Fig. 1: run 1, cells by drive strength
Scale: 3 px per um.
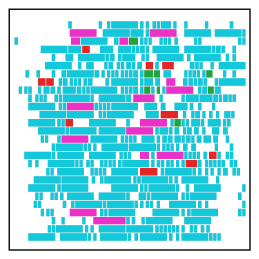
Fig. 2: run 1, cells coloured by class
Scale: 6 px per um.
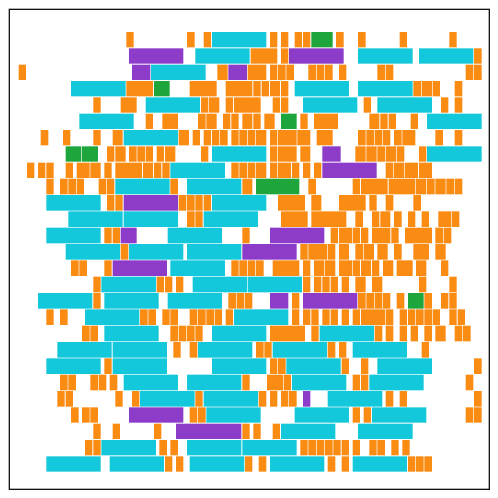
Fig. 3: run 1, wiring heat map
Scale: 4 px per um. 16 x 16 tiles, from dark purple (low) to yellow (high), scaled to the fullest tile. Values are wire area over tile area, all layers added.
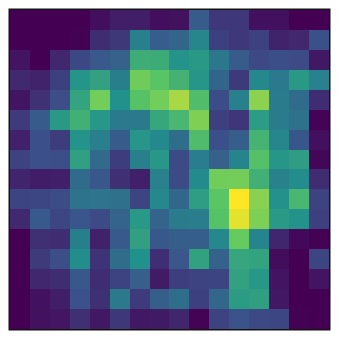
File: src/rtl/nonce_pkg.sv
// nonce_pkg: configuration and shared types for the nonce scheduler.
//   NUMPROCESSORS / NONCESPACE / PIPE_DEPTH set the array geometry; the rest
//   is derived. Lane p owns nonces [base_of(p), base_of(p) + count_of(p)).
package nonce_pkg;

    typedef longint unsigned u64_t;

    localparam int   NUMPROCESSORS = 10;
    localparam u64_t NONCESPACE    = 64;
    localparam int   PIPE_DEPTH    = 4;

    localparam u64_t NPP       = NONCESPACE / u64_t'(NUMPROCESSORS);
    localparam u64_t LEFTOVER  = NONCESPACE - NPP * u64_t'(NUMPROCESSORS);
    localparam u64_t NROUNDS   = NPP + ((LEFTOVER > 0) ? 64'd1 : 64'd0);
    localparam int   ROUNDBITS = (NROUNDS <= 64'd2) ? 1 : $clog2(NROUNDS);
    localparam int   DRAINBITS = (PIPE_DEPTH <= 2) ? 1 : $clog2(PIPE_DEPTH);

    localparam logic [ROUNDBITS-1:0] LAST_ROUND = ROUNDBITS'(NROUNDS - 64'd1);
    localparam logic [DRAINBITS-1:0] LAST_DRAIN = DRAINBITS'(PIPE_DEPTH - 1);

    typedef enum logic [1:0] {
        IDLE   = 2'd0,
        RUN    = 2'd1,
        DRAIN  = 2'd2,
        REPORT = 2'd3
    } sched_state_t;

    typedef struct packed {
        logic                     valid;
        logic [ROUNDBITS-1:0]     round;
        logic [NUMPROCESSORS-1:0] lane_en;
    } inflight_t;

    function automatic u64_t count_of(input int p);
        return NPP + ((u64_t'(p) < LEFTOVER) ? 64'd1 : 64'd0);
    endfunction

    // Truncation to 32 bits keeps a full 2^32 nonce space wrapping correctly.
    function automatic logic [31:0] base_of(input int p);
        u64_t pp;
        pp = u64_t'(p);
        return 32'(NPP * pp + ((pp < LEFTOVER) ? pp : LEFTOVER));
    endfunction

    function automatic logic [NUMPROCESSORS-1:0] lane_en_of(input logic [ROUNDBITS-1:0] r);
        logic [NUMPROCESSORS-1:0] en;
        for (int p = 0; p < NUMPROCESSORS; p++)
            en[p] = (u64_t'(r) < count_of(p));
        return en;
    endfunction

endpackage

File: src/rtl/nonce_inflight_tracker.sv
// nonce_inflight_tracker: PIPE_DEPTH-deep delay line of issued rounds whose
// tail lines up with success_i. Produces the qualified hit vector and the
// round number of the tail entry.
//   clk, rst   : clock, async active-high reset
//   flush      : clears every in-flight entry (takes priority over push)
//   push       : entry issued this cycle
//   success_i  : raw per-lane success from the processor array
//   hit        : success on lanes that were enabled for a valid tail entry
//   hit_round  : round index of the tail entry
module nonce_inflight_tracker
    import nonce_pkg::*;
(
    input  logic                     clk,
    input  logic                     rst,
    input  logic                     flush,
    input  inflight_t                push,
    input  logic [NUMPROCESSORS-1:0] success_i,
    output logic [NUMPROCESSORS-1:0] hit,
    output logic [ROUNDBITS-1:0]     hit_round
);

    inflight_t line [PIPE_DEPTH];
    inflight_t tail;

    always_ff @(posedge clk or posedge rst) begin
        if (rst) begin
            for (int i = 0; i < PIPE_DEPTH; i++) line[i] <= '0;
        end else if (flush) begin
            for (int i = 0; i < PIPE_DEPTH; i++) line[i] <= '0;
        end else begin
            line[0] <= push;
            for (int i = 1; i < PIPE_DEPTH; i++) line[i] <= line[i-1];
        end
    end

    assign tail      = line[PIPE_DEPTH-1];
    assign hit       = success_i & tail.lane_en & {NUMPROCESSORS{tail.valid}};
    assign hit_round = tail.round;

endmodule

File: src/rtl/nonce_scheduler.sv
// nonce_scheduler: walks the processor array through one block's nonce space,
// one round per cycle, and reports the first (lowest round, then lowest lane)
// success as an absolute nonce, or "not found" once the pipeline drains.
//   block_valid_i / block_ready_o          : new block handshake (preempts RUN/DRAIN)
//   issue_valid_o / issue_round_o / _lane_en_o : round broadcast to the lanes
//   success_i                              : per-lane hit, PIPE_DEPTH cycles after issue
//   result_valid_o / result_ready_i        : result handshake
//   result_found_o / result_nonce_o        : outcome, held stable while valid
module nonce_scheduler
    import nonce_pkg::*;
(
    input  logic                     clk,
    input  logic                     rst,
    input  logic                     block_valid_i,
    output logic                     block_ready_o,
    output logic                     issue_valid_o,
    output logic [ROUNDBITS-1:0]     issue_round_o,
    output logic [NUMPROCESSORS-1:0] issue_lane_en_o,
    input  logic [NUMPROCESSORS-1:0] success_i,
    output logic                     result_valid_o,
    input  logic                     result_ready_i,
    output logic                     result_found_o,
    output logic [31:0]              result_nonce_o
);

    sched_state_t             state, state_n;
    logic [ROUNDBITS-1:0]     round_q, round_n;
    logic [DRAINBITS-1:0]     drain_q, drain_n;
    logic                     found_q, found_n;
    logic [31:0]              nonce_q, nonce_n;
    logic                     flush;
    logic [NUMPROCESSORS-1:0] hit;
    logic [ROUNDBITS-1:0]     hit_round;
    logic [31:0]              win_nonce;
    inflight_t                push;

    assign issue_valid_o   = (state == RUN);
    assign issue_round_o   = issue_valid_o ? round_q : '0;
    assign issue_lane_en_o = issue_valid_o ? lane_en_of(round_q) : '0;
    assign block_ready_o   = (state != REPORT);
    assign result_valid_o  = (state == REPORT);
    assign result_found_o  = found_q;
    assign result_nonce_o  = nonce_q;

    assign push = '{valid: issue_valid_o, round: round_q, lane_en: issue_lane_en_o};

    nonce_inflight_tracker u_tracker (
        .clk       (clk),
        .rst       (rst),
        .flush     (flush),
        .push      (push),
        .success_i (success_i),
        .hit       (hit),
        .hit_round (hit_round)
    );

    // Descending scan so the lowest-index hit lane is the one that sticks.
    always_comb begin
        win_nonce = '0;
        for (int p = NUMPROCESSORS - 1; p >= 0; p--)
            if (hit[p]) win_nonce = base_of(p) + 32'(hit_round);
    end

    always_ff @(posedge clk or posedge rst) begin
        if (rst) begin
            state   <= IDLE;
            round_q <= '0;
            drain_q <= '0;
            found_q <= 1'b0;
            nonce_q <= '0;
        end else begin
            state   <= state_n;
            round_q <= round_n;
            drain_q <= drain_n;
            found_q <= found_n;
            nonce_q <= nonce_n;
        end
    end

    always_comb begin
        state_n = state;
        round_n = round_q;
        drain_n = drain_q;
        found_n = found_q;
        nonce_n = nonce_q;
        flush   = 1'b0;
        unique case (state)
            IDLE: begin
                if (block_valid_i) begin
                    state_n = RUN;
                    round_n = '0;
                    flush   = 1'b1;
                end
            end
            RUN, DRAIN: begin
                // A new block beats any hit landing in the same cycle.
                if (block_valid_i) begin
                    state_n = RUN;
                    round_n = '0;
                    drain_n = '0;
                    flush   = 1'b1;
                end else if (|hit) begin
                    state_n = REPORT;
                    found_n = 1'b1;
                    nonce_n = win_nonce;
                    flush   = 1'b1;
                end else if (state == RUN) begin
                    if (round_q == LAST_ROUND) begin
                        state_n = DRAIN;
                        drain_n = '0;
                    end else begin
                        round_n = round_q + ROUNDBITS'(1);
                    end
                end else begin
                    if (drain_q == LAST_DRAIN) begin
                        state_n = REPORT;
                        found_n = 1'b0;
                        nonce_n = '0;
                    end else begin
                        drain_n = drain_q + DRAINBITS'(1);
                    end
                end
            end
            REPORT: begin
                if (result_ready_i) begin
                    state_n = IDLE;
                    found_n = 1'b0;
                    nonce_n = '0;
                end
            end
            default: state_n = IDLE;
        endcase
    end

endmodule

File: config.mk
export PLATFORM = sky130hd
export DESIGN_NAME = nonce_scheduler
export DESIGN_NICKNAME = d
export VERILOG_FILES = /design/src/rtl/nonce_pkg.sv /design/src/rtl/nonce_inflight_tracker.sv /design/src/rtl/nonce_scheduler.sv
export SDC_FILE = /design/constraint.sdc
export NUM_CORES = 1
export LEC_CHECK = 0
export ABC_AREA = 1
export ABC_CLOCK_PERIOD_IN_PS = 2580
export CORE_UTILIZATION = 60
export CTS_BUF_LIST = sky130_fd_sc_hd__clkbuf_16
export CTS_CLUSTER_SIZE = 16
export DETAILED_ROUTE_END_ITERATION = 10
export DONT_BUFFER_PORTS = 1
export PLACE_DENSITY = 0.83
export SKIP_LAST_GASP = 1
export SYNTH_ARGS = -nofsm -noshare
export SYNTH_HDL_FRONTEND = slang
export SYNTH_HIERARCHICAL = 1
export SYNTH_SLANG_ARGS = --single-unit
export TNS_END_PERCENT = 5
File: constraint.sdc
create_clock -name clk -period 2.58 [get_ports clk]
set_input_delay 0.258 -clock clk [delete_from_list [all_inputs] [get_ports clk]]
set_output_delay 0.258 -clock clk [all_outputs]
set_load 0.005 [all_outputs]
==> reports/summary.txt, run 1 <==
outcome - finished, final reports clean
fraction of layout instances using a drive strength above 1 - 7.30%
highest ir drop seen on vdd - 0.562 mV
grt total ovfl - 0
CP Launch Type - flop
Total Routed Length - 6900 um
port buffer count - 0
Dominant comb cell - simple AND/OR/NAND/NOR gates
WP data required - 2780 ps
Util after Layout - 67.9%
DP Wirelength - 4490 um
CTS root buffer - clkbuf_16
number of synthesized register bits - 71
CP delay by family, top - simple AND/OR/NAND/NOR gates
pre-CTS setup slack - 489 ps
Critical Path AT - 2380 ps
Area after DPL - 3540 um2
area fraction in compound gates - 5.52%
Synth Area per Inst - 8.10 um2
worst hold path type - in2async
largest net degree at the start of global routing - 57
nets - 474
critical path depth - 10
max-cap check violation count - 0
core area - 5680 um2
pwr dens - 1130 nW/um2
row cnt - 27
Clock transition at path regs - 60 ps
leakage - 2.10 nW
tool warnings - 34
filler cell count - 455
cells along the critical path - clkinv_1 > nor2_1 > nor2_2 > nand2_1 > nor3_4 > nand2_2 > nand2_1 > a21oi_4 > buf_12 > nor2_1
Cells after DPL - 507
DRT antenna net count - 0
Worst setup startpoint - u_tracker/line[13]
sw power - 0.00164 W
CTS tree - yes
Clock Sinks - 71
Netlist cell types - 31
Post-CTS Setup Bufs - 0
drt pass-1 iters - 4
simple share - 21.6%
final slew viol count - 0
Power Internal - 0.00270 W
XOR/XNOR Fraction of Synth Area - 0.241%
crit path to - u_tracker/line[36]
Init Core Util - 63.9%
Max FO, Critical Path - 56
Total Die Area - 6360 um2
clock share of power - 28.8%
setup TNS - 0 ps
Ant. Diodes - 0
final worst-path cycle share - 84.6%
Pwr Total - 0.00433 W
WHS - 87.9 ps
Post-Synth Adder-Cell Area - 4.48%
Syn Std Cell Area - 3630 um2
Seq/Total Area, Yosys - 49.0%
yosys synthesis warning count - 6
die height - 79.8 um
Main power group - registers
Post-CTS Resized - 0
Notes on Fig. 1 above:
size	colour	cells	most used
_2 cells	green	8	nand2_2
_0 and _1 cells	cyan	419	inv_1
_6 and larger	magenta	15	clkbuf_16
_3 and _4 cells	red	10	buf_4
post-route cell area: 3850 um2
final setup margin: 398 ps
area grow syn2layout: 6.17%
Buffers, non-clock: 7

Notes on Fig. 2 above:
class	colour	cells	share of their area
remaining buffers and delay cells	green	7	1.8%
sequential cells	cyan	71	47%
clock drivers and dummy loads	purple	16	8.0%
combinational and other logic	orange	358	43%

Notes on Fig. 3 above:
emptiest ninth of the die	bottom left
mean over tiles	0.18
fullest tile	0.58
tiles over half the peak	23%
nearly empty tiles	10%
GRT Total Usage: 24.4%
Vias: 2571

[run 1: placed cells by master (no fill, tap or decap), drive strengths merged, types with 2 or more instances in the layout]
master | synthesis | final
clkbuf | 0 | 9
nand4 | 2 | 2
clkinv | 1 | 2
nor2 | 88 | 88
inv | 94 | 98
nand2 | 81 | 81
o21ai | 14 | 14
dfrtp | 71 | 71
nand3b | 2 | 2
a31oi | 2 | 2
a21oi | 14 | 14
buf | 43 | 6
conb | 1 | 25
o211ai | 2 | 2
ha | 13 | 13
nand3 | 10 | 10
nor3 | 4 | 4
[run 1: metal layers]
metal | global-route usage [%] | up-vias | wire length, um
li1 | - | 1259 | -
met1 | 28.8 | 1188 | 2760
met2 | 41.5 | 103 | 3510
met3 | 6.06 | 21 | 433
met4 | 11.4 | 0 | 193
met5 | 0 | - | 0
[run 1: cells in the mapped netlist, drive strengths merged, types with 2 or more instances]
library cell / number / area share [%]
a21oi: 14 / 1.9
nand3b: 2 / 0.41
inv: 94 / 9.7
a31oi: 2 / 0.34
nand2: 81 / 8.8
nand3: 10 / 1.4
ha: 13 / 4.5
o211ai: 2 / 0.41
nand4: 2 / 0.34
nor3: 4 / 0.86
buf: 43 / 9.3
nor2: 88 / 9.4
dfrtp: 71 / 49
o21ai: 14 / 2.1
[run 1: area by class of cell]
cell class | instances | area [um2] | share of cell area (%)
Clock inverter | 7 | 76.3 | 1.98
Inverter | 95 | 357 | 9.26
Timing Repair Buffer | 7 | 67.6 | 1.75
Multi-Input combinational cell | 263 | 1260 | 32.7
Clock buffer | 9 | 225 | 5.85
Sequential cell | 71 | 1780 | 46.1
Tap cell | 72 | 90.1 | 2.34
[run 1: registers in the layout, indices dropped and copies added, names as in the netlist]
signal,flops
drain_q,2
result_found_o,1
result_nonce_o,7
round_q,3
state,2
u_tracker/hit_round,3
u_tracker/line,53
## Run 2: what changed since run 1
--- a/config.mk
+++ b/config.mk
@@ -6,7 +6,7 @@
 export NUM_CORES = 1
 export LEC_CHECK = 0
 export ABC_AREA = 1
-export ABC_CLOCK_PERIOD_IN_PS = 2580
+export ABC_CLOCK_PERIOD_IN_PS = 2180
 export CORE_UTILIZATION = 60
 export CTS_BUF_LIST = sky130_fd_sc_hd__clkbuf_16
 export CTS_CLUSTER_SIZE = 16
==> constraint.sdc (replaced) <==
create_clock -name clk -period 2.18 [get_ports clk]
set_input_delay 0.218 -clock clk [delete_from_list [all_inputs] [get_ports clk]]
set_output_delay 0.218 -clock clk [all_outputs]
set_load 0.005 [all_outputs]
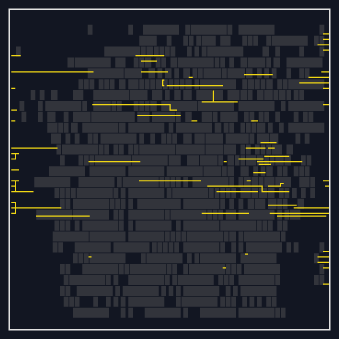
Fig. 4. The metal 3 layer (run 2).
Scale: 4 px per um.
share of all routed wire	5.4%
nets with wire on the layer	47
main direction	horizontal
longest straight run	20.2 um
Vias: 2589
Global Route met3 Usage: 7.54%
Total Routed Length: 6660 um

==> run 2 against run 1 <==
Compared with the run above:
- via count up 0.70%
- sequential power increased by 17%
- core utilization rose by 1.1 points
- maximum frequency grew 7.2%
- clock skew up 4.1 ps
- synthesized cell count unchanged
- combinational power grew 17%
- non-clock buffer count rose by 6
- power increased by 19%
- critical endpoint is now u_tracker/line[2]
- highest routed layer unchanged
==> reports/summary.txt, run 2 <==
outcome - finished, final reports clean
Netlist cell types - 31
DP Wirelength - 4320 um
logic area - 1260 um2
slowest stage delay, CP - 360 ps
max FFs per register - 53
Hold Path Stages - 3
initial antenna violation count - 0
area grow syn2layout - 7.83%
Ant. Diodes - 0
insertion delay at the late pin of the worst-skew pair - 330 ps
Synth Area per Inst - 8.10 um2
routed len/inst - 12.6 um
Combinational Power Share - 32.4%
Synth area leader - dfrtp_1
Crit Path Class - reg2reg
die height - 79.8 um
Clock transition at path regs - 50 ps
WP data required - 2380 ps
sw power - 0.00184 W
setup TNS - 0 ps
grt total ovfl - 0
pwr dens - 1310 nW/um2
Cells after DPL - 513
Flop pwr share - 38.1%
cells in synth_stat.txt - 448
tool warnings - 34
Final Skew - 7.80 ps
Num CTS Buffers - 9
Post-CTS Setup Bufs - 0
nets - 480
worst hold path type - in2reg
Commonest flop - dfrtp_1
endpoint class of the critical path - flop
Clock Sinks - 71
DRT antenna net count - 0
CP delay by family, top - simple AND/OR/NAND/NOR gates
filler cell count - 423
Synth top cell by count - inv_1
Max FO, Critical Path - 56
Critical Path AT - 2230 ps
CTS root buffer - clkbuf_16
Syn Inst Count - 448
FFs w/ async S/R, synth - 100%
EDFF count, synth - 0
Switching Fraction - 35.9%
yosys synthesis warning count - 6
clock share of power - 29.5%
Power Internal - 0.00329 W
first-pass GRT wire length - 10900 um
core area - 5680 um2
max-cap check violation count - 0
vias in the first global route - 2466
Synth top cells by count - inv_1 (94), nor2_1 (86), nand2_1 (77)
Main power group - registers
final worst-path cycle share - 93.3%
Max-area cell share - 49.0%
Yosys chip area - 3630 um2
Peak Freq - 0.491 GHz
fraction of layout instances using a drive strength above 1 - 8.52%
Syn Std Cell Area - 3630 um2
most frequent cells in the layout - inv_1 (95), nor2_1 (85), nand2_1 (77)
Pwr Total - 0.00514 W
RSZ-0062 raised after global routing - no
Seq/Total Area, Yosys - 49.0%
drt pass-1 iters - 4
most numerous logic cell after layout - inv_1
CTS tree - yes
number of synthesized register bits - 71
FF/Latch Area - 1780 um2
die width - 79.8 um
Slew @ Worst Pin - 660 ps
dominant cells by area after synthesis - dfrtp_1 (49%), inv_1 (9.7%), nor2_1 (8.9%), nand2_1 (8.0%), buf_4 (7.5%)
cells along the critical path - clkinv_1 > nor2_1 > nor2_4 > nand2_2 > nor3_4 > nand2_2 > nand2_1 > a21oi_4 > buf_12 > nor2_1
Vias/cell - 4.88
Total Die Area - 6360 um2
1st-iter DRT viols - 199
port buffer count - 0
highest ir drop seen on vdd - 0.719 mV
CP Launch Type - flop
Crit path buffers/inverters - 2
drc violations - 0
final slew viol count - 0
largest net degree at the start of global routing - 57
Init Core Util - 63.9%
post-route cell area - 3910 um2
GRT Total Usage - 23.1%
row cnt - 27
Finished Layout Cells - 530
Area after DPL - 3580 um2
leakage - 2.15 nW
critical path depth - 10
final period demand of the worst path - 2030 ps
Largest Register - u_tracker/line
H-Tree Depth - 3
Slowest cell on crit path - nor2_1
Finish-stage setup viols - 0
## run 2: what timing repair did
action                     in CTS  in global routing
setup endpoints to repair       0                  2
hold buffers                    1                  0
gates resized                   0                  1
hold endpoints to repair       71                  0
## run 2: cell type report
cell class | count | area share [%]
flip-flops and latches | 71 | 45.4
multi-input cells | 263 | 32.2
inverters | 95 | 9.12
clock buffers | 9 | 5.76
repair buffers | 13 | 2.88
well taps | 72 | 2.30
clock inverters | 7 | 2.27
## run 2: cell families (layout without fill, tap and decap cells)
logic type               after synthesis  in the layout  share of synthesized area [%]
buffers and inverters                138            124                           19.1
flip-flops                            71             71                           49.0
XOR/XNOR                               1              1                          0.242
AND/OR/NAND/NOR                      189            189                           21.6
other                                  1             25                          0.103
adder cells (fa/ha/maj)               13             13                           4.48
AND-OR/OR-AND                         35             35                           5.52
## run 2: worst paths after layout
| path | startpoint | slack [ps] | end |
|---|---|---|---|
| hold reg to reg | u_tracker/line[53] | 450 | u_tracker/line[39] |
| hold / removal | block_valid_i | 80 | round_q[2] |
| min in group asynchronous | rst | 450 | drain_q[1] |
| max in group asynchronous | rst | 1160 | u_tracker/line[36] |
| setup / recovery | u_tracker/line[13] | 150 | u_tracker/line[2] |
| setup reg to reg | u_tracker/line[13] | 150 | u_tracker/line[2] |
## run 2: per-stage QoR
step | hold slack, ps | worst slack (ps) | util (%)
6_report | 79.7 | 145 | 68.9
4_1_cts | 72.1 | 164 | 68.9
2_1_floorplan | 119 | 357 | -
5_1_grt | 99.6 | 2.38 | 68.9
3_5_place_dp | 198 | 230 | 63.2
3_3_place_gp | 182 | 325 | 63.2
## run 2: layer usage
metal,wire (um),vias to the layer above,GRT usage [%]
li1,-,1271,-
met2,3530,89,41.2
met5,0,-,0
met3,358,11,7.54
met1,2690,1218,26.0
met4,87,0,7.14
## Run 3: what changed since run 2
--- a/config.mk
+++ b/config.mk
@@ -7,8 +7,8 @@
 export LEC_CHECK = 0
 export ABC_AREA = 1
 export ABC_CLOCK_PERIOD_IN_PS = 2180
+export CORE_MARGIN = 4
 export CORE_UTILIZATION = 60
-export CTS_BUF_LIST = sky130_fd_sc_hd__clkbuf_16
 export CTS_CLUSTER_SIZE = 16
 export DETAILED_ROUTE_END_ITERATION = 10
 export DONT_BUFFER_PORTS = 1
@@ -16,6 +16,5 @@
 export SKIP_LAST_GASP = 1
 export SYNTH_ARGS = -nofsm -noshare
 export SYNTH_HDL_FRONTEND = slang
-export SYNTH_HIERARCHICAL = 1
 export SYNTH_SLANG_ARGS = --single-unit
 export TNS_END_PERCENT = 5
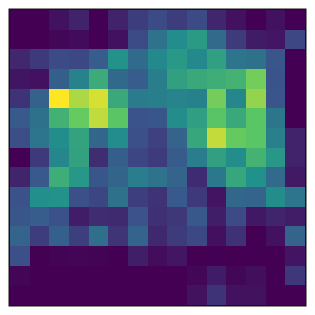
Fig. 5. Wiring heat map (run 3).
Scale: 4 px per um. 15 x 15 tiles, from dark purple (low) to yellow (high), scaled to the fullest tile. Values are wire area over tile area, all layers added.
nearly empty tiles	21%
mean over tiles	0.14
densest ninth of the die	right middle
tiles over half the peak	16%
fullest tile	0.52
emptiest ninth of the die	bottom right
GRT Total Usage: 18.0%
routed len/inst: 12.2 um

==> run 3 against run 2 <==
Compared with the run above:
- worst setup slack improved by 160 ps
- final area down 33%
- via count shrank 28%
- wire length shrank 32%
- register-to-register slack improved by 160 ps
- clock power decreased by 69%
- critical path depth grew 2
==> reports/summary.txt, run 3 <==
Critical Path AT - 2060 ps
Synth top cells by count - inv_1 (56), nand2_1 (50), dfrtp_1 (39)
Flop pwr share - 36.3%
fraction of layout instances using a drive strength above 1 - 19.1%
die height - 73.8 um
Max-area cell share - 37.6%
most frequent cells in the layout - inv_1 (56), nand2_1 (50), dfrtp_1 (39)
CTS tree - yes
setup TNS - 0 ps
Post-CTS Resized - 0
yosys synthesis warning count - 0
Synth area leader - dfrtp_1
Combinational Power Share - 48.2%
CTS root buffer - clkbuf_8
outcome - finished, final reports clean
Num CTS Buffers - 5
Seq/Total Area, Yosys - 37.6%
WP data required - 2360 ps
GRT busiest layer - met2
Max FO, Critical Path - 8
Finish-stage setup viols - 0
routing usage on met1 - 22.9%
Commonest flop - dfrtp_1
dominant cells by area after synthesis - dfrtp_1 (38%), buf_4 (9.5%), inv_1 (8.1%), nand2_1 (7.2%), ha_1 (5.8%)
Synth Area per Inst - 8.03 um2
final worst-path cycle share - 86.1%
cells along the critical path - nand2_2 > inv_2 > nand2_1 > nand2_2 > nor3_2 > nand3_2 > nand2_4 > nand2_4 > nand2_4 > a21oi_1 > nand2_1 > nand2_1
core area - 4090 um2
Vias/cell - 4.97
Largest Register - u_tracker.line
Crit path buffers/inverters - 1
vias in the first global route - 1757
Peak Freq - 0.533 GHz
final setup margin - 302 ps
Cells after DPL - 367
worst hold path type - in2reg
nets - 351
cells in synth_stat.txt - 323
leakage - 1.42 nW
largest net degree at the start of global routing - 40
DP Wirelength - 3480 um
Slowest cell on crit path - dfrtp_1
die width - 73.8 um
slowest stage delay, CP - 430 ps
pre-CTS setup slack - 325 ps
Util after Layout - 64.2%
FFs w/ async S/R, synth - 100%
post-route cell area - 2620 um2
DRT antenna net count - 0
Syn Inst Count - 323
area grow syn2layout - 1.06%
grt total ovfl - 0
endpoint class of the critical path - flop
Crit Path Class - reg2reg
Vias - 1864
Finished Layout Cells - 375
CP delay by family, top - simple AND/OR/NAND/NOR gates
M2 GR Usage - 29.8%
pwr dens - 1140 nW/um2
CP Launch Type - flop
Power Internal - 0.00168 W
Init Core Util - 63.5%
H-Tree Depth - 2
tool warnings - 33
sw power - 0.00130 W
Pwr Total - 0.00298 W
Ant. Diodes - 0
max FFs per register - 21
Final Skew - 4.21 ps
final RePlAce weighted congestion - 0.955
met2 WL post-DR - 2280 um
WHS - 126 ps
Met1 Routed Length - 1900 um
Clock Sinks - 39
1st-iter DRT viols - 117
DR top layer - met4
Top Ports - 63
max-cap check violation count - 0
EDFF count, synth - 0
Netlist cell types - 35
clock share of power - 15.5%
Switching Fraction - 43.7%
Synth top cell by count - inv_1
clock buffer depth - 2
number of synthesized register bits - 39
Total Die Area - 5440 um2
Final Hold Vio Count - 0
highest ir drop seen on vdd - 0.945 mV
met3 WL - 313 um
row cnt - 23
initial antenna violation count - 0
drt pass-1 iters - 4
Syn Std Cell Area - 2590 um2
RSZ-0062 raised after global routing - no
Area after DPL - 2530 um2
Clock transition at path regs - 70 ps
first-pass GRT wire length - 7660 um
Total Routed Length - 4560 um
final period demand of the worst path - 1880 ps
final slew viol count - 0
Yosys chip area - 2590 um2
insertion delay at the late pin of the worst-skew pair - 290 ps
Global Route met3 Usage - 4.92%
port buffer count - 0
most numerous logic cell after layout - inv_1
drc violations - 0
==> run 3: cell count changes after synthesis, moves of 5 or more <==
cell,before,now
nand2_4,1,6
dfrtp_1,71,39
inv_2,0,5
o21ai_0,9,18
a21oi_1,14,21
nand2_1,77,50
nor2_2,1,22
nor2_1,86,19
inv_1,94,56
==> run 3: repair_timing <==
action,CTS,global route
endpoints found under the setup margin,0,0
setup buffers,0,0
hold endpoints to repair,39,0
hold buffers,1,0
==> run 3: power groups by stage <==
stage	logic, W	clock network, W	registers (W)
floorplan	0.00133	0	0.00107
finish	0.00144	0.000462	0.00108
global placement	0.00140	0	0.00109
CTS	0.00145	0.000479	0.00108
detailed placement	0.00144	0	0.00110
global route	0.00163	0.000515	0.00111
==> run 3: area by class of cell <==
cell class,instances,area (um2)
Clock inverter,2,13.8
Clock buffer,5,68.8
Sequential cell,39,976
Timing Repair Buffer,7,67.6
Multi-Input combinational cell,211,1200
Inverter,61,229
Fill cell,356,1460
Tap cell,50,62.6
==> run 3: kinds of logic (layout without fill, tap and decap cells) <==
family,after synthesis,after routing,share of synthesized area (%)
compound gates,47,47,10.3
buf+inv,97,75,19.4
other cells,1,25,0.145
xor+xnor,2,2,0.675
fa+ha+maj,12,12,5.79
flops,39,39,37.6
simple gates,125,125,26.0
==> run 3: worst paths after layout <==
check	from	to	slack [ps]	cells past startpoint
max in group asynchronous	rst	state[0]	1350	3
setup / recovery	u_tracker.line[13]	result_nonce_o[1]	300	12
hold / removal	block_valid_i	drain_q[1]	130	3
hold reg to reg	u_tracker.line[38]	u_tracker.line[24]	480	2
setup reg to reg	u_tracker.line[13]	result_nonce_o[1]	300	12
min in group asynchronous	rst	result_nonce_o[1]	490	3

==> notes/layouts.md <==
Pictures saved along the way, in no particular order.

The clock network.
picture 1
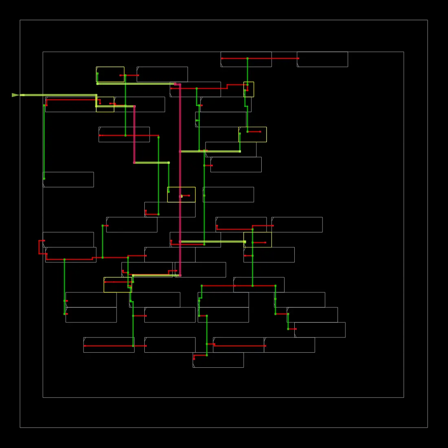
picture 2
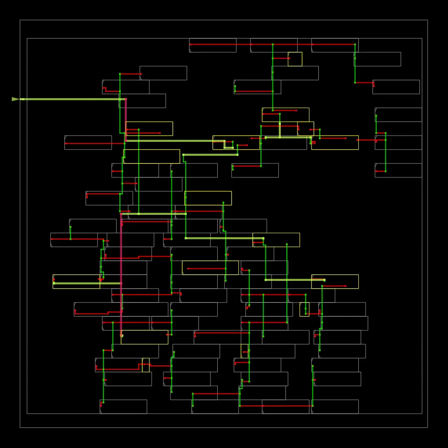
picture 3
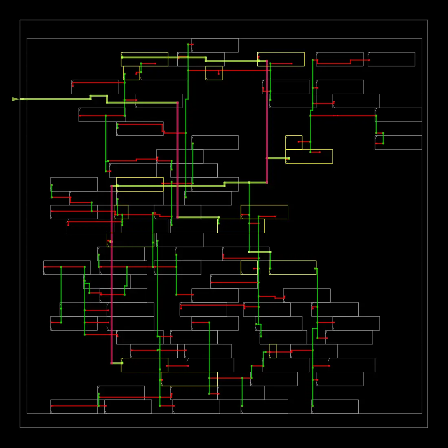
Of these, fewest sequential cells: picture 1
Of these, fewest clock buffers: picture 1
run 1: picture 3
run 3: picture 1
run 2: picture 2

Power figures rest on the tool's default switching activity, not on a simulated workload.
